[config.mk]
export PLATFORM = sky130hd
export DESIGN_NAME = gray_coder
export DESIGN_NICKNAME = d
export VERILOG_FILES = /design/src/rtl/gray_coder_pkg.sv /design/src/rtl/gray_coder_bin2gray_comb.sv /design/src/rtl/gray_coder.sv
export SDC_FILE = /design/constraint.sdc
export NUM_CORES = 1
export LEC_CHECK = 0
export CAP_MARGIN = 0
export CORE_AREA = 10 10 47 49
export DETAILED_ROUTE_END_ITERATION = 12
export DIE_AREA = 0 0 57 59
export DONT_BUFFER_PORTS = 1
export GPL_ROUTABILITY_DRIVEN = 0
export SYNTH_ARGS = -nofsm -noshare
export SYNTH_HDL_FRONTEND = slang
export SYNTH_HIERARCHICAL = 1
export SYNTH_SLANG_ARGS = --single-unit
[constraint.sdc]
create_clock -name clk -period 0.8 [get_ports clk]
set_input_delay 0.08 -clock clk [delete_from_list [all_inputs] [get_ports clk]]
set_output_delay 0.08 -clock clk [all_outputs]
set_load 0.03 [all_outputs]
[src/rtl/gray_coder_pkg.sv]
// Shared binary/Gray conversion helpers. The RTL uses bin2gray, and gray2bin
// is the inverse used to check results.
package gray_coder_pkg;

  // Widest word the helpers handle. Narrower callers zero-extend on the way in
  // and truncate on the way out.
  localparam int GRAY_MAX_W = 64;

  function automatic logic [GRAY_MAX_W-1:0] bin2gray(input logic [GRAY_MAX_W-1:0] bin);
    return bin ^ (bin >> 1);
  endfunction

  // Zero-extended upper bits decode to zero, so the full-width walk also works
  // for narrow callers.
  function automatic logic [GRAY_MAX_W-1:0] gray2bin(input logic [GRAY_MAX_W-1:0] gray);
    logic [GRAY_MAX_W-1:0] bin;
    bin[GRAY_MAX_W-1] = gray[GRAY_MAX_W-1];
    for (int i = GRAY_MAX_W - 2; i >= 0; i--) begin
      bin[i] = bin[i+1] ^ gray[i];
    end
    return bin;
  endfunction

endpackage

[src/rtl/gray_coder_bin2gray_comb.sv]
// Combinational parameterized binary-to-Gray encoder (WIDTH <= GRAY_MAX_W).
module bin2gray_comb
  import gray_coder_pkg::*;
#(
  parameter int WIDTH = 4
) (
  input  logic [WIDTH-1:0] bin,
  output logic [WIDTH-1:0] gray
);

  logic [GRAY_MAX_W-1:0] bin_ext;
  logic [GRAY_MAX_W-1:0] gray_ext;

  assign bin_ext  = GRAY_MAX_W'(bin);
  assign gray_ext = bin2gray(bin_ext);
  assign gray     = gray_ext[WIDTH-1:0];

endmodule

[src/rtl/gray_coder.sv]
// Registered binary-to-Gray encoder. The output is always a flop, with one
// cycle of latency and synchronous active-high reset.
module gray_coder
  import gray_coder_pkg::*;
#(
  parameter int WIDTH = 4
) (
  input  logic             clk,
  input  logic             rst,
  input  logic [WIDTH-1:0] bin_in,
  output logic [WIDTH-1:0] gray_out
);

  logic [WIDTH-1:0] gray_next;

  bin2gray_comb #(
    .WIDTH (WIDTH)
  ) u_enc (
    .bin  (bin_in),
    .gray (gray_next)
  );

  // Reset wins over bin_in. Releasing it registers the current input on the
  // very next edge.
  always_ff @(posedge clk) begin
    if (rst) gray_out <= '0;
    else     gray_out <= gray_next;
  end

endmodule

Run 1, drive-strength map:
Drawn at 6 px/µm.
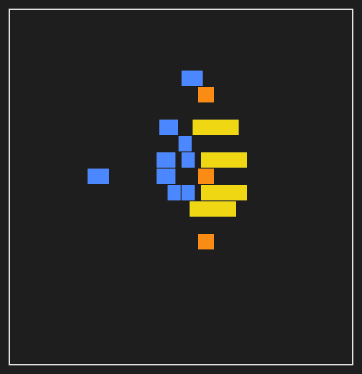
[orange] x3 and x4 | cells: 3 | share: 19% | most used: clkbuf_4
[blue] x1 and smaller | cells: 9 | share: 56% | most used: nor2b_1
[yellow] x2 | cells: 4 | share: 25% | most used: dfxtp_2

Run 1, gate-type map:
Drawn at 4 px/µm.
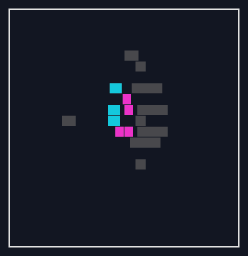
[magenta] nor cells | cells: 4 | where: centre
[cyan] xor and xnor cells | cells: 3

Run 1, placement by cell class:
Drawn at 6 px/µm.
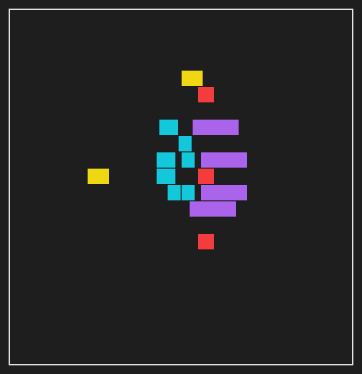
[yellow] remaining buffers and delay cells | cells: 2
[cyan] remaining logic cells | cells: 7
[purple] registers | cells: 4
[red] clock-net drivers | cells: 3

==> results.yml, run 1 <==
# generated from flow reports
clock_network:
  cts_buffers: 3
  clock_sinks: 4
  cts.reportedPaths.clkPinSlew_ns: 0.04
  clock_tree.root_cell: "sky130_fd_sc_hd__clkbuf_4"
  deepest_level_of_the_cts_h_tree: 1
  clockBufferDepth: 2
  post_cts.repair.setup_buffers: 0
  tritoncts: "yes"
run:
  drv.max_cap_violation_count: 0
  number_of_openroad_warnings: 26
synth:
  postSynth.topFlopCell: "sky130_fd_sc_hd__dfxtp_1"
  post_synth.cell_area_avg_um2: 11.6
  yosys_warnings: 6
  ys_cells: 12
  synth.area.top_cells: "sky130_fd_sc_hd__dfxtp_1 58%, sky130_fd_sc_hd__xor2_1 19%, sky130_fd_sc_hd__nor2b_1 18%, sky130_fd_sc_hd__buf_4 5.4%"
  syn_nets: 18
  synthDominantAreaCellType: "sky130_fd_sc_hd__dfxtp_1"
  common_cells: "4 x sky130_fd_sc_hd__dfxtp_1, 4 x sky130_fd_sc_hd__nor2b_1, 3 x sky130_fd_sc_hd__xor2_1"
  postSynthSeqShare: 0.577
  yosysChipArea_um2: 139
  post_synthesis_async_set_or_reset_flop_share: 0
  yosys_cell_types: 4
  synthCells: 12
  synth-edff-count: 0
  synth_flops: 4
  post_synth_instance_area_um2: 139
  top_area_frac: 0.577
floorplanning:
  core-area_mm2: 0.00140
  die.size.y_um: 59
  fp-utilization: 0.0991
  pin_count: 10
  floorplan.die.width_um: 57
global_routing:
  top_usage_layer: "met4"
  gr-usage-met2: 0.0233
  grt_antenna_before_repair: 0
  grt.met3_usage: 0.0215
  grt_pass1_vias: 112
  grt_start_max_net_pins: 5
  grt_pass1_wl_um: 489
  grt_usage: 0.0259
placed_design:
  place_ws_ns: 0.238
  io_buffer_count: 0
hold_path:
  hp-start: "bin_in[1]"
  min_path_type: "input pin to flop"
setup_path:
  crit_start: "gray_out[0]"
  launching_element_type_of_the_critical_path: "flop"
  worst-path-max-fanout: 1
  worst_setup_path_end_kind: "output pin"
  required_time_at_the_worst_slack_endpoint_ns: 0.72
  timing_worst_setup_path_type: "flop to output pin"
timing:
  clock.fmax_ghz: 1.39
  final-setup-viol-count: 0
  totalNegativeSetupSlack_ns: 0
  finalWorstPathRequiredPeriod_ns: 0.717
  timing.final.crit_share: 0.896
  final-max-slew-violation-count: 0
  worst_slack_ns: 0.0829
  rsz0062_at_grt: "false"
routing:
  drtPass1Iterations: 1
  via_per_inst: 2.81
  route.antenna.remaining_nets: 0
  detail_route.wl_per_cell_um: 10.6
  vias: 90
  detail_route.iter0.violations: 0
  detail_route.drc_violations: 0
  totalWireLength_um: 340
finish:
  antenna_cells_inserted: 0
  final_nets: 24
  syn_to_final_growth_pct: 43.2
  top_regs: "gray_out x4"
  max_ffs_per_register: 4
  register_with_the_most_flip_flops: "gray_out"
  filler_cell_count: 165
power:
  vdd_drop_max_v: 0.000270
  cellPowerDensity_mw_per_mm2: 2640
  static-leakage-power_nw: 0.0781
run_status:
  status: "finished clean"
[run 1: logic make-up (layout without fill, tap and decap cells)]
kind of cell / after synthesis / count (layout) / share of synthesized area
flip-flops: 4 / 4 / 0.577
AND/OR/NAND/NOR: 4 / 4 / 0.180
XOR/XNOR: 3 / 3 / 0.189
buffers and inverters: 1 / 5 / 0.0541
[run 1: layer usage]
layer	share of wire	up-vias
li1	-	43
met1	0.37	37
met2	0.41	8
met3	0.13	2
met4	0.076	0
met5	0	-
[run 1: layout by cell type, fill, tap and decap left out, drive strengths merged]
cell type    instances
nor2b                4
dfxtp                4
xor2                 3
clkbuf               3
dlygate4sd3          2
[run 1: cell type report]
class                      instances  area (µm²)  area share
timing repair buffer               2        20.0       0.101
sequential                         4        85.1       0.428
tap                               16        20.0       0.101
multi-input combinational          7        51.3       0.258
clock buffer                       3        22.5       0.113
[run 1: where the power goes]
part / internal, W / switching (W) / leakage, nW
combinational: 0.0000205 / 0.00000794 / 0.0299
sequential: 0.000219 / 0.0000362 / 0.0344
clock: 0.000167 / 0.0000736 / 0.0138
[run 1: stage by stage]
| stage | instances | utilization | instance area, µm² | hold WS (ns) |
|---|---|---|---|---|
| floorplan | 12 | - | 139 | 0.152 |
| global placement | 27 | 0.108 | 151 | 0.155 |
| detailed placement | 27 | 0.108 | 151 | 0.154 |
| CTS | 32 | 0.142 | 199 | 0.0303 |
| global route | 32 | 0.142 | 199 | 0.0415 |
| finish | 32 | 0.142 | 199 | 0.0420 |
[run 1: path summary, 6_finish.rpt]
check                     end  slack (ns)  depth (start not counted)
hold / removal    gray_out[1]        0.04                          2
setup / recovery  gray_out[0]        0.08                          0
[run 1: what timing repair did]
action | in CTS | in global routing
setup endpoints to repair | 4 | 0
hold endpoints to repair | 4 | 0
hold buffers | 2 | 0
resized | 4 | 0
==> run 2: changes to the inputs <==
--- a/config.mk
+++ b/config.mk
@@ -11,6 +11,7 @@
 export DIE_AREA = 0 0 57 59
 export DONT_BUFFER_PORTS = 1
 export GPL_ROUTABILITY_DRIVEN = 0
+export PLACE_DENSITY = 0.3
 export SYNTH_ARGS = -nofsm -noshare
 export SYNTH_HDL_FRONTEND = slang
 export SYNTH_HIERARCHICAL = 1
==> constraint.sdc (replaced) <==
create_clock -name clk -period 0.85 [get_ports clk]
set_input_delay 0.085 -clock clk [delete_from_list [all_inputs] [get_ports clk]]
set_output_delay 0.085 -clock clk [all_outputs]
set_load 0.03 [all_outputs]
Run 2, placement by cell class:
Drawn at 6 px/µm.
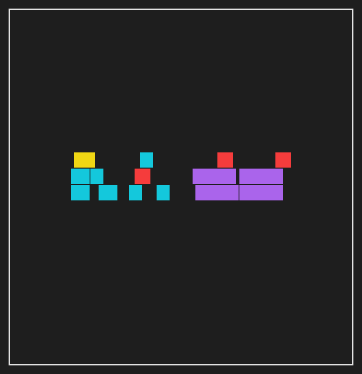
[yellow] remaining buffers and delay cells | cells: 1
[red] clock-net drivers | cells: 3
[cyan] remaining logic cells | cells: 7
[purple] registers | cells: 4

Run 2, drive-strength map:
Drawn at 6 px/µm.
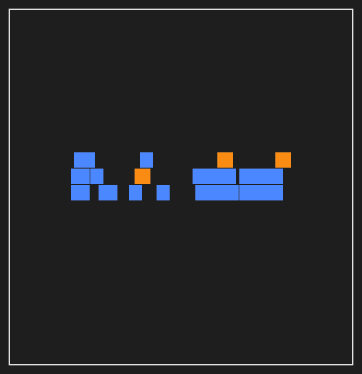
[blue] x1 and smaller | cells: 12 | share: 80%
[orange] x3 and x4 | cells: 3 | share: 20% | most used: clkbuf_4

Run 2, met1 routing:
Drawn at 8 px/µm.
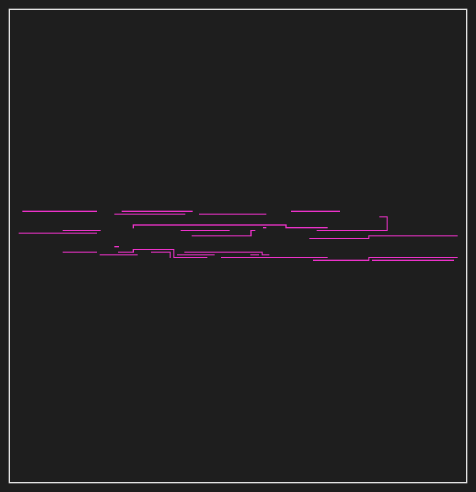
nets with wire on the layer: 20
share of all routed wire: 64%
wire length on this layer: 207 µm
longest straight run: 19.1 µm
main direction: horizontal

==> results.yml, run 2 <==
# generated from flow reports
setup_path:
  launching_element_type_of_the_critical_path: "flop"
  worst_setup_path_end_kind: "output pin"
  timing_worst_setup_path_type: "flop to output pin"
  required_time_at_the_worst_slack_endpoint_ns: 0.76
  worst-path-max-fanout: 1
placed_design:
  placed_cell_area_um2: 151
  io_buffer_count: 0
synth:
  synth.area.top_cells: "sky130_fd_sc_hd__dfxtp_1 58%, sky130_fd_sc_hd__xor2_1 19%, sky130_fd_sc_hd__nor2b_1 18%, sky130_fd_sc_hd__buf_4 5.4%"
  synthCells: 12
  synthDominantAreaCellType: "sky130_fd_sc_hd__dfxtp_1"
  common_cells: "4 x sky130_fd_sc_hd__dfxtp_1, 4 x sky130_fd_sc_hd__nor2b_1, 3 x sky130_fd_sc_hd__xor2_1"
  postSynth.topFlopCell: "sky130_fd_sc_hd__dfxtp_1"
  yosys_warnings: 6
  ys_cells: 12
  synth_flops: 4
  xor_area_frac: 0.189
  synthAoiAreaFrac: 0
  muxShareOfSynthArea: 0
  post_synth_instance_area_um2: 139
  top_area_frac: 0.577
  ys_sh_adder: 0
  post_synth.cell_area_avg_um2: 11.6
  yosys_cell_types: 4
  synth.comb.largest_family: "XOR/XNOR gates"
  yosysChipArea_um2: 139
  post_synthesis_async_set_or_reset_flop_share: 0
  synth_simple_gate_area_share: 0.180
  postSynthSeqShare: 0.577
  synth-edff-count: 0
  syn_nets: 18
finish:
  register_with_the_most_flip_flops: "gray_out"
  final_nets: 23
  post_route_cells_drive_above_1_share: 0.200
  syn_to_final_growth_pct: 32.4
  most-common-layout-cells: "4 x sky130_fd_sc_hd__nor2b_1, 4 x sky130_fd_sc_hd__dfxtp_1, 3 x sky130_fd_sc_hd__clkbuf_4, 3 x sky130_fd_sc_hd__xor2_1, 1 x sky130_fd_sc_hd__dlygate4sd3_1"
  top_regs: "gray_out x4"
  antenna_cells_inserted: 0
  final_cell_area_um2: 184
clock_network:
  clock_sinks: 4
  clock_tree.root_cell: "sky130_fd_sc_hd__clkbuf_4"
  deepest_level_of_the_cts_h_tree: 1
  clockBufferDepth: 2
  cts_buffers: 3
  tritoncts: "yes"
routing:
  vias: 82
  via_per_inst: 2.65
  detail_route.iter0.violations: 1
  totalWireLength_um: 325
  detail_route.wl_per_cell_um: 10.5
  route.antenna.remaining_nets: 0
  detail_route.drc_violations: 0
  drtPass1Iterations: 2
global_routing:
  grt_pass1_vias: 81
  grt_start_max_net_pins: 5
  grt_pass1_wl_um: 427
  grt_usage: 0.0194
power:
  comb_power_share: 0.052
  power.switching_fraction: 0.237
  static-leakage-power_nw: 0.0729
  cellPowerDensity_mw_per_mm2: 2690
  power_frac_clock: 0.467
  seq_power_share: 0.480
  vdd_drop_max_v: 0.000645
  power.internal_w: 0.000377
  power.net_switching_w: 0.000117
timing:
  timing.final.crit_share: 0.955
  final-max-slew-violation-count: 0
  totalNegativeSetupSlack_ns: 0
  timing.hold.ws_ns: 0.00723
  clock.fmax_ghz: 1.23
  final-setup-viol-count: 0
  finalWorstPathRequiredPeriod_ns: 0.812
run_status:
  status: "finished clean"
hold_path:
  min_path_type: "input pin to flop"
run:
  drv.max_cap_violation_count: 0
  number_of_openroad_warnings: 26
floorplanning:
  core-area_mm2: 0.00140
  fp-utilization: 0.0991
  floorplan.die.width_um: 57
  pin_count: 10
  die.size.y_um: 59
## run 2: cell counts after synthesis
Identical to the previous run, type by type.
## run 2: area by class of cell
cell class,count,area [µm²]
timing repair buffer,1,10.0
clock buffer,3,22.5
fill,164,1220
sequential,4,80.1
multi-input combinational,7,51.3
tap,16,20.0
## run 2: final timing paths
check / from / to / slack [ns] / cells after the start
max: gray_out[2] / gray_out[2] / 0.04 / 0
min: bin_in[3] / gray_out[3] / 0.007 / 1
## run 2: through the flow
step	cells	util	setup slack (ns)	total power [W]
global placement	27	0.108	0.284	0.000260
floorplan	12	-	0.306	0.000257
detailed placement	27	0.108	0.282	0.000261
finish	31	0.131	0.0385	0.000494
global route	31	0.131	0.0189	0.000512
CTS	31	0.131	0.0314	0.000505
## run 2: what timing repair did
action	CTS	global route
hold buffers	1	0
buffers inserted	0	0
endpoints found under the hold margin	4	0
resized	0	0
## run 2: power by group through the flow
stage          registers, W  clock network, W  logic (W)
2_1_floorplan      0.000237                 0  0.0000199
3_3_place_gp       0.000241                 0  0.0000190
3_5_place_dp       0.000241                 0  0.0000206
4_1_cts            0.000238          0.000241  0.0000264
5_1_grt            0.000239          0.000245  0.0000287
6_report           0.000237          0.000231  0.0000259
## run 2: kinds of logic (layout without fill, tap and decap cells)
group / Yosys count / in the layout
xor gates and xnor gates: 3 / 3
DFF: 4 / 4
and+or+nand+nor: 4 / 4
buffers and inverters: 1 / 4
## run 2: per-layer routing
layer  share of wire  GRT usage  wire length (µm)  up-vias
met2            0.11    0.00620                37       13
met5               0          0                 0        -
li1                -          -                 -       41
met4               0          0                 0        0
met1            0.64     0.0273               207       28
met3            0.25     0.0386                80        0
Power figures rest on the tool's default switching activity, not on a simulated workload.
